`config.mk`:
```
export PLATFORM = sky130hd
export DESIGN_NAME = instr_fetch_unit_flat
export DESIGN_NICKNAME = d
export VERILOG_FILES = /design/src/rtl/instr_fetch_unit_if.sv /design/src/rtl/instr_fetch_unit.sv /design/src/flat_wrapper.sv
export SDC_FILE = /design/constraint.sdc
export NUM_CORES = 1
export LEC_CHECK = 0
export ABC_AREA = 1
export CAP_MARGIN = 5
export CELL_PAD_IN_SITES_DETAIL_PLACEMENT = 1
export CELL_PAD_IN_SITES_GLOBAL_PLACEMENT = 2
export CORE_MARGIN = 4
export CORE_UTILIZATION = 26
export DETAILED_ROUTE_END_ITERATION = 12
export GPL_ROUTABILITY_DRIVEN = 0
export PLACE_DENSITY_LB_ADDON = 0.1
export RECOVER_POWER = 50
export SYNTH_ARGS = -nofsm -noshare
export SYNTH_HDL_FRONTEND = slang
export SYNTH_SLANG_ARGS = --single-unit
```
`constraint.sdc`:
```
create_clock -name clk -period 8.9 [get_ports clk]
set_clock_uncertainty 0.1 [all_clocks]
set_input_delay 1.78 -clock clk [delete_from_list [all_inputs] [get_ports clk]]
set_output_delay 1.78 -clock clk [all_outputs]
set_load 0.02 [all_outputs]
```
`src/rtl/instr_fetch_unit_if.sv`:
```
// Instruction-memory read channel: valid/ready request, valid-only response.
// master = fetch unit, slave = instruction memory.
interface instr_fetch_unit_if;
  logic        mem_req_valid;
  logic        mem_req_ready;
  logic [31:0] mem_req_addr;
  logic        mem_rsp_valid;
  logic [31:0] mem_rsp_data;
  logic        mem_rsp_err;

  modport master (
    output mem_req_valid, mem_req_addr,
    input  mem_req_ready, mem_rsp_valid, mem_rsp_data, mem_rsp_err
  );

  modport slave (
    input  mem_req_valid, mem_req_addr,
    output mem_req_ready, mem_rsp_valid, mem_rsp_data, mem_rsp_err
  );
endinterface

```
`src/rtl/instr_fetch_unit.sv`:
```
// Non-pipelined instruction fetch: one read per fetch_req, result held in an
// instruction register. Define IFETCH_TIMEOUT_EN to enable the WAIT-state timeout.
module instr_fetch_unit #(
  parameter logic [31:0] NOP_INSTR      = 32'h0000_0013,
  parameter int          TIMEOUT_CYCLES = 16
) (
  input  logic                      clk,
  input  logic                      rst,
  input  logic [31:0]               pc,
  input  logic                      fetch_req,
  input  logic                      flush,
  output logic                      fetch_busy,
  instr_fetch_unit_if.master        mem,
  output logic [31:0]               instr,
  output logic [31:0]               instr_pc,
  output logic                      instr_valid,
  input  logic                      instr_ready,
  output logic                      fault,
  output logic [1:0]                fault_cause
);

  // state  | meaning
  // IDLE   | no fetch in progress, fetch_req sampled here
  // REQ    | read request presented, waiting for mem_req_ready
  // WAIT   | request accepted, waiting for mem_rsp_valid
  // HOLD   | instr/fault valid, waiting for instr_ready
  localparam logic [1:0] S_IDLE = 2'd0;
  localparam logic [1:0] S_REQ  = 2'd1;
  localparam logic [1:0] S_WAIT = 2'd2;
  localparam logic [1:0] S_HOLD = 2'd3;

  localparam logic [1:0] CAUSE_NONE    = 2'b00;
  localparam logic [1:0] CAUSE_MISALGN = 2'b01;
  localparam logic [1:0] CAUSE_BUS     = 2'b10;

  if (TIMEOUT_CYCLES < 2 || TIMEOUT_CYCLES > 255) begin : g_bad_timeout
    $error("instr_fetch_unit: TIMEOUT_CYCLES out of range 2..255");
  end

  logic [1:0]  state;
  logic        req_valid;
  logic [31:0] req_addr;
  logic        drop_pending;

`ifdef IFETCH_TIMEOUT_EN
  localparam logic [1:0] CAUSE_TIMEOUT = 2'b11;
  localparam logic [7:0] TO_LIMIT      = 8'(TIMEOUT_CYCLES);
  logic [7:0] to_cnt;
`endif

  assign mem.mem_req_valid = req_valid;
  assign mem.mem_req_addr  = req_addr;
  assign fetch_busy        = (state != S_IDLE) || drop_pending;

  always_ff @(posedge clk or posedge rst) begin
    if (rst) begin
      state        <= S_IDLE;
      req_valid    <= 1'b0;
      req_addr     <= 32'd0;
      instr        <= NOP_INSTR;
      instr_pc     <= 32'd0;
      instr_valid  <= 1'b0;
      fault        <= 1'b0;
      fault_cause  <= CAUSE_NONE;
      drop_pending <= 1'b0;
`ifdef IFETCH_TIMEOUT_EN
      to_cnt       <= 8'd0;
`endif
    end else if (flush) begin
      state       <= S_IDLE;
      req_valid   <= 1'b0;
      instr_valid <= 1'b0;
      // an accepted read whose response is still outstanding must be swallowed later
      if ((state == S_WAIT && !mem.mem_rsp_valid) || (state == S_REQ && mem.mem_req_ready))
        drop_pending <= 1'b1;
      else if (mem.mem_rsp_valid)
        drop_pending <= 1'b0;
    end else begin
      if (drop_pending && mem.mem_rsp_valid)
        drop_pending <= 1'b0;
      case (state)
        S_IDLE: begin
          if (fetch_req && !drop_pending) begin
            req_addr <= pc;
            if (pc[1:0] != 2'b00) begin
              state       <= S_HOLD;
              instr       <= NOP_INSTR;
              instr_pc    <= pc;
              instr_valid <= 1'b1;
              fault       <= 1'b1;
              fault_cause <= CAUSE_MISALGN;
            end else begin
              state     <= S_REQ;
              req_valid <= 1'b1;
            end
          end
        end
        S_REQ: begin
          if (mem.mem_req_ready) begin
            state     <= S_WAIT;
            req_valid <= 1'b0;
`ifdef IFETCH_TIMEOUT_EN
            to_cnt    <= 8'd0;
`endif
          end
        end
        S_WAIT: begin
`ifdef IFETCH_TIMEOUT_EN
          to_cnt <= to_cnt + 8'd1;
`endif
          if (mem.mem_rsp_valid) begin
            state       <= S_HOLD;
            instr       <= mem.mem_rsp_data;
            instr_pc    <= req_addr;
            instr_valid <= 1'b1;
            fault       <= mem.mem_rsp_err;
            fault_cause <= mem.mem_rsp_err ? CAUSE_BUS : CAUSE_NONE;
          end
`ifdef IFETCH_TIMEOUT_EN
          else if (to_cnt + 8'd1 == TO_LIMIT) begin
            state        <= S_HOLD;
            instr        <= NOP_INSTR;
            instr_pc     <= req_addr;
            instr_valid  <= 1'b1;
            fault        <= 1'b1;
            fault_cause  <= CAUSE_TIMEOUT;
            drop_pending <= 1'b1;
          end
`endif
        end
        S_HOLD: begin
          if (instr_ready) begin
            state       <= S_IDLE;
            instr_valid <= 1'b0;
          end
        end
        default: state <= S_IDLE;
      endcase
    end
  end

endmodule
```
`src/flat_wrapper.sv`:
```
// flat-port wrapper written by rule: the top's interface ports become plain ports
module instr_fetch_unit_flat 
#(
  parameter logic [31:0] NOP_INSTR      = 32'h0000_0013,
  parameter int          TIMEOUT_CYCLES = 16
)
  (clk, rst, pc, fetch_req, flush, fetch_busy, instr, instr_pc, instr_valid, instr_ready, fault, fault_cause, mem_mem_req_valid, mem_mem_req_addr, mem_mem_req_ready, mem_mem_rsp_valid, mem_mem_rsp_data, mem_mem_rsp_err);
  instr_fetch_unit_if mem_i ();
  input  logic clk;
  input  logic rst;
  input  logic [31:0] pc;
  input  logic fetch_req;
  input  logic flush;
  output logic fetch_busy;
  output logic [31:0] instr;
  output logic [31:0] instr_pc;
  output logic instr_valid;
  input  logic instr_ready;
  output logic fault;
  output logic [1:0] fault_cause;
  output wire logic [$bits(mem_i.mem_req_valid)-1:0] mem_mem_req_valid;
  output wire logic [$bits(mem_i.mem_req_addr)-1:0] mem_mem_req_addr;
  input wire logic [$bits(mem_i.mem_req_ready)-1:0] mem_mem_req_ready;
  input wire logic [$bits(mem_i.mem_rsp_valid)-1:0] mem_mem_rsp_valid;
  input wire logic [$bits(mem_i.mem_rsp_data)-1:0] mem_mem_rsp_data;
  input wire logic [$bits(mem_i.mem_rsp_err)-1:0] mem_mem_rsp_err;
  assign mem_mem_req_valid = mem_i.mem_req_valid;
  assign mem_mem_req_addr = mem_i.mem_req_addr;
  assign mem_i.mem_req_ready = mem_mem_req_ready;
  assign mem_i.mem_rsp_valid = mem_mem_rsp_valid;
  assign mem_i.mem_rsp_data = mem_mem_rsp_data;
  assign mem_i.mem_rsp_err = mem_mem_rsp_err;
  instr_fetch_unit #(.NOP_INSTR(NOP_INSTR), .TIMEOUT_CYCLES(TIMEOUT_CYCLES)) u_core (.clk(clk), .rst(rst), .pc(pc), .fetch_req(fetch_req), .flush(flush), .fetch_busy(fetch_busy), .mem(mem_i), .instr(instr), .instr_pc(instr_pc), .instr_valid(instr_valid), .instr_ready(instr_ready), .fault(fault), .fault_cause(fault_cause));
endmodule
```
==> impl_metrics.py, run 1 <==
# Generated from Yosys and OpenROAD reports
metrics = {
    "detailed_routing": {
        "drc": 0,
        "vias": 4428,
        "wl_mm": 15.6,
        "wl_met1_mm": 7.30,
        "antenna_left": 0,
        "top_layer": "met4",
        "avgRoutedWirePerCell_um": 15.2,
        "wl_met3_um": 884,
        "route.met2.wl_mm": 7.20,
    },
    "power_and_ir_drop": {
        "power-top-group": "combinational cells",
        "pg_clk_mw": 0.454,
        "power_density_nw_per_um2": 354,
        "p_clk_frac": 0.182,
        "p_comb_mw": 1.21,
        "vdd_drop_max_mv": 0.139,
        "p_seq_mw": 0.829,
        "switching_share": 0.425,
        "internal_power_mw": 1.44,
    },
    "clock_network": {
        "clk_latency_ns": 0.35,
        "cts_resized": 0,
        "cts_buffers": 9,
        "holdBufCountCts": 0,
    },
    "final_timing": {
        "finalSetupViolations": 0,
        "hold_violations": 0,
        "slew_viol_final": 39,
        "fin_setup_tns_ns": 0,
        "min_period_ns": 4.24,
        "timing.final.ws_setup_ns": 4.66,
        "rsz0062_at_grt": "no",
    },
    "critical_path": {
        "setup.worst_path.end": "u_core.instr[1]",
        "timing.rr.end": "u_core.instr[1]",
        "cp-start-kind": "input pin",
        "crit_chain": "dlygate4sd3_1 > inv_1 > o21ai_0 > nor2_1 > nand2_1 > buf_4 > nand2_1 > nand2_1",
        "rr_worst_depth": 9,
        "cp.buffers_inverters": 3,
        "worstPathMaxFanout": 44,
        "crit_type": "in2reg",
    },
    "yosys": {
        "ys.flops": 104,
        "postSynthAreaPerCell_um2": 7.62,
        "yosysCellCount": 633,
        "ff_type": "dfrtp_1",
        "synth_area_leader_cell": "dfrtp_1",
        "yosysMostFrequentCell": "nand2_1",
        "yosysUniqueCellTypes": 23,
        "top_cells_by_count": "nand2_1 (320), dfrtp_1 (101), inv_1 (72)",
        "xor_share": 0,
        "mux_share": 0,
        "ys_chip_area_um2": 4820,
        "yosys.area.top_type_share": 0.524,
        "area_leaders": "dfrtp_1 (52%), nand2_1 (25%), o21ai_0 (7.3%)",
        "synth_area_um2": 4820,
    },
    "global_route": {
        "grt_max_degree": 68,
        "grt_pass1_wl_mm": 25.0,
        "use_met3": 0.0347,
        "track_usage": 0.151,
        "grt_use_met1": 0.201,
        "grt_busiest_layer": "met2",
        "grt-ovfl-total": 0,
    },
    "job": {
        "warnings": 31,
        "maxCapViolations": 1,
    },
    "run_status": {
        "violations": "capacitance limit, slew limit",
        "status": "finished with violations",
    },
    "layout": {
        "drive_above_1_share": 0.0390,
        "logic_gate_count": 424,
        "clk_share": 0.0478,
        "seq-cell-share": 0.370,
        "inv_count": 74,
        "n_antenna_cell": 0,
    },
    "floorplan": {
        "initial_core_util": 0.267,
        "std_cell_rows": 49,
    },
    "placement": {
        "dpl_cell_area_um2": 6720,
    },
    "min_path": {
        "min_path_cells": 2,
    },
}
Fig. 1: run 1, placement view
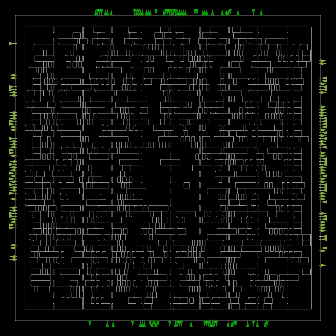
Final Non-Filler Cells: 1024
fin util: 0.389
flop count: 104
Core ar.: 18100 µm²

Fig. 2: run 1, nets reached from selected ports
Drawn at 2 px/µm.
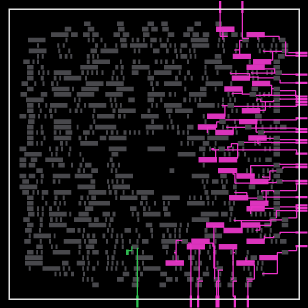
colour	port	bits	direction	end cells	buffers	wire
green	fetch_busy	1	output	1	1	29.4 µm
magenta	instr	32	output	32	32	1000 µm
Top-Level Pins: 174
count of input and output buffers: 173

Fig. 3: run 1, met1 routing
Drawn at 3 px/µm. Supply wires on this layer in grey. Cells faint in the background.
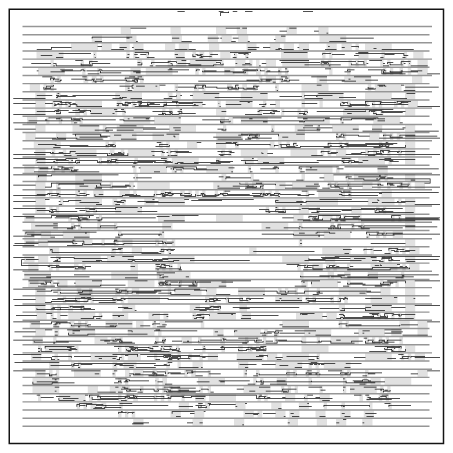
wire length on this layer	7300 µm
longest straight run	35.9 µm
share of all routed wire	47%

Fig. 4: run 1, cell area per tile
Drawn at 2 px/µm. 14 x 14 tiles, from dark blue (low) to red (high), 0 to 100% covered.
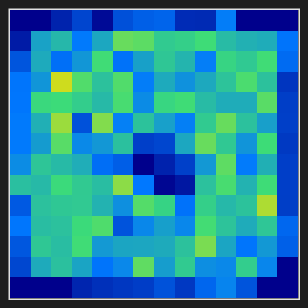
mean over tiles	33%
fullest tile	69%
nearly empty tiles	6.6%

==> run 2, diff against run 1 <==
CORE_UTILIZATION = 24   (was 26)
clock period = 4.45 ns   (was 8.9 ns; I/O delays follow)
Fig. 5: run 2, met1 routing
Drawn at 3 px/µm. Supply wires on this layer in grey. Cells faint in the background.
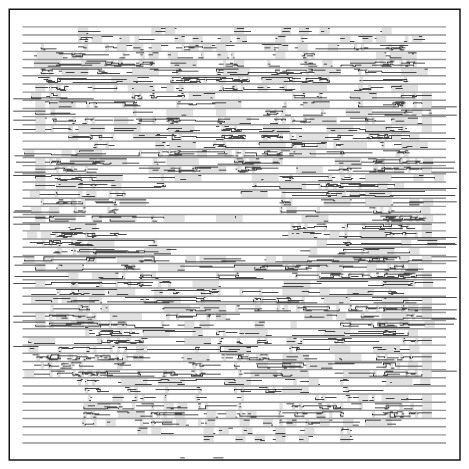
nets with wire on the layer	776
longest straight run	43.2 µm
main direction	horizontal
DRT Wirelength: 15.7 mm
DR vias: 4444
met1 GRT Util: 0.178

Fig. 6: run 2, placed cells, one colour a class
Drawn at 2 px/µm.
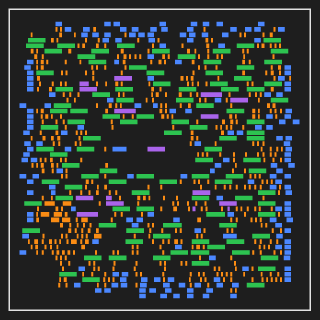
colour	class	cells
orange	combinational and other logic	498
green	sequential cells	104
blue	remaining buffers and delay cells	180
purple	clock drivers and dummy loads	16

==> impl_metrics.py, run 2 <==
# Generated from Yosys and OpenROAD reports
metrics = {
    "run_status": {
        "status": "finished with violations",
        "violations": "capacitance limit, slew limit",
    },
    "yosys": {
        "mux_share": 0,
        "ys_chip_area_um2": 4820,
        "synth_area_um2": 4820,
        "ys.flops": 104,
        "synthArstFlopShare": 1.00,
        "yosysCellCount": 633,
        "ff_type": "dfrtp_1",
        "yosysUniqueCellTypes": 23,
        "synth_area_leader_cell": "dfrtp_1",
        "postSynthAreaPerCell_um2": 7.62,
        "xor_share": 0,
        "yosysMostFrequentCell": "nand2_1",
        "top_cells_by_count": "nand2_1 (320), dfrtp_1 (101), inv_1 (72)",
        "area_leaders": "dfrtp_1 (52%), nand2_1 (25%), o21ai_0 (7.3%)",
        "yosys.area.top_type_share": 0.524,
    },
    "critical_path": {
        "worstPathMaxFanout": 56,
        "cp-start-kind": "input pin",
        "crit_chain": "dlygate4sd3_1 > clkinvlp_2 > buf_12",
        "crit_type": "in2async",
        "timing.rr.end": "u_core.instr[15]",
        "rr_worst_depth": 9,
        "setup.worst_path.end": "u_core.instr[4]",
        "cp.buffers_inverters": 3,
    },
    "clock_network": {
        "holdBufCountCts": 0,
        "cts_tree": "yes",
        "cts_resized": 0,
        "cts_buffers": 9,
        "clk_latency_ns": 0.34,
        "clk_path_buf_depth": 2,
    },
    "layout": {
        "clk_share": 0.0485,
        "inv_count": 74,
        "final_core_util": 0.365,
        "seq_cells": 104,
        "n_antenna_cell": 0,
        "fin_cells": 1063,
        "drive_above_1_share": 0.0464,
        "logic_gate_count": 424,
        "seq-cell-share": 0.364,
    },
    "power_and_ir_drop": {
        "p_seq_mw": 1.67,
        "p_clk_frac": 0.180,
        "power_density_nw_per_um2": 717,
        "p_seq_frac": 0.326,
        "vdd_drop_max_mv": 0.290,
        "p_comb_mw": 2.53,
        "pg_clk_mw": 0.922,
        "power-top-group": "combinational cells",
        "switching_share": 0.417,
    },
    "placement": {
        "dpl_cell_area_um2": 6810,
        "pre_cts_ws_ns": 1.38,
        "portBuffers": 173,
    },
    "global_route": {
        "use_met3": 0.0391,
        "grt_pass1_wl_mm": 25.6,
        "grt-ovfl-total": 0,
        "grt_pass1_vias": 4947,
        "track_usage": 0.143,
        "grt_max_degree": 65,
        "grt_busiest_layer": "met2",
    },
    "job": {
        "maxCapViolations": 1,
        "warnings": 31,
    },
    "detailed_routing": {
        "drc": 0,
        "avgRoutedWirePerCell_um": 14.8,
        "top_layer": "met4",
        "route.met2.wl_mm": 7.53,
        "antenna_left": 0,
        "wl_met1_mm": 7.04,
        "wl_met3_um": 954,
        "drtPass1Iterations": 4,
        "viasPerCell": 4.18,
    },
    "floorplan": {
        "ios": 174,
        "taps": 265,
        "std_cell_rows": 51,
        "core_um2": 19600,
        "initial_core_util": 0.246,
    },
    "final_timing": {
        "finalSetupViolations": 0,
        "timing.final.ws_setup_ns": 1.56,
        "rsz0062_at_grt": "no",
        "slew_viol_final": 49,
        "hold_violations": 0,
        "fin_setup_tns_ns": 0,
    },
    "min_path": {
        "min_path_cells": 2,
    },
}
Power and IR drop assume default switching activity.
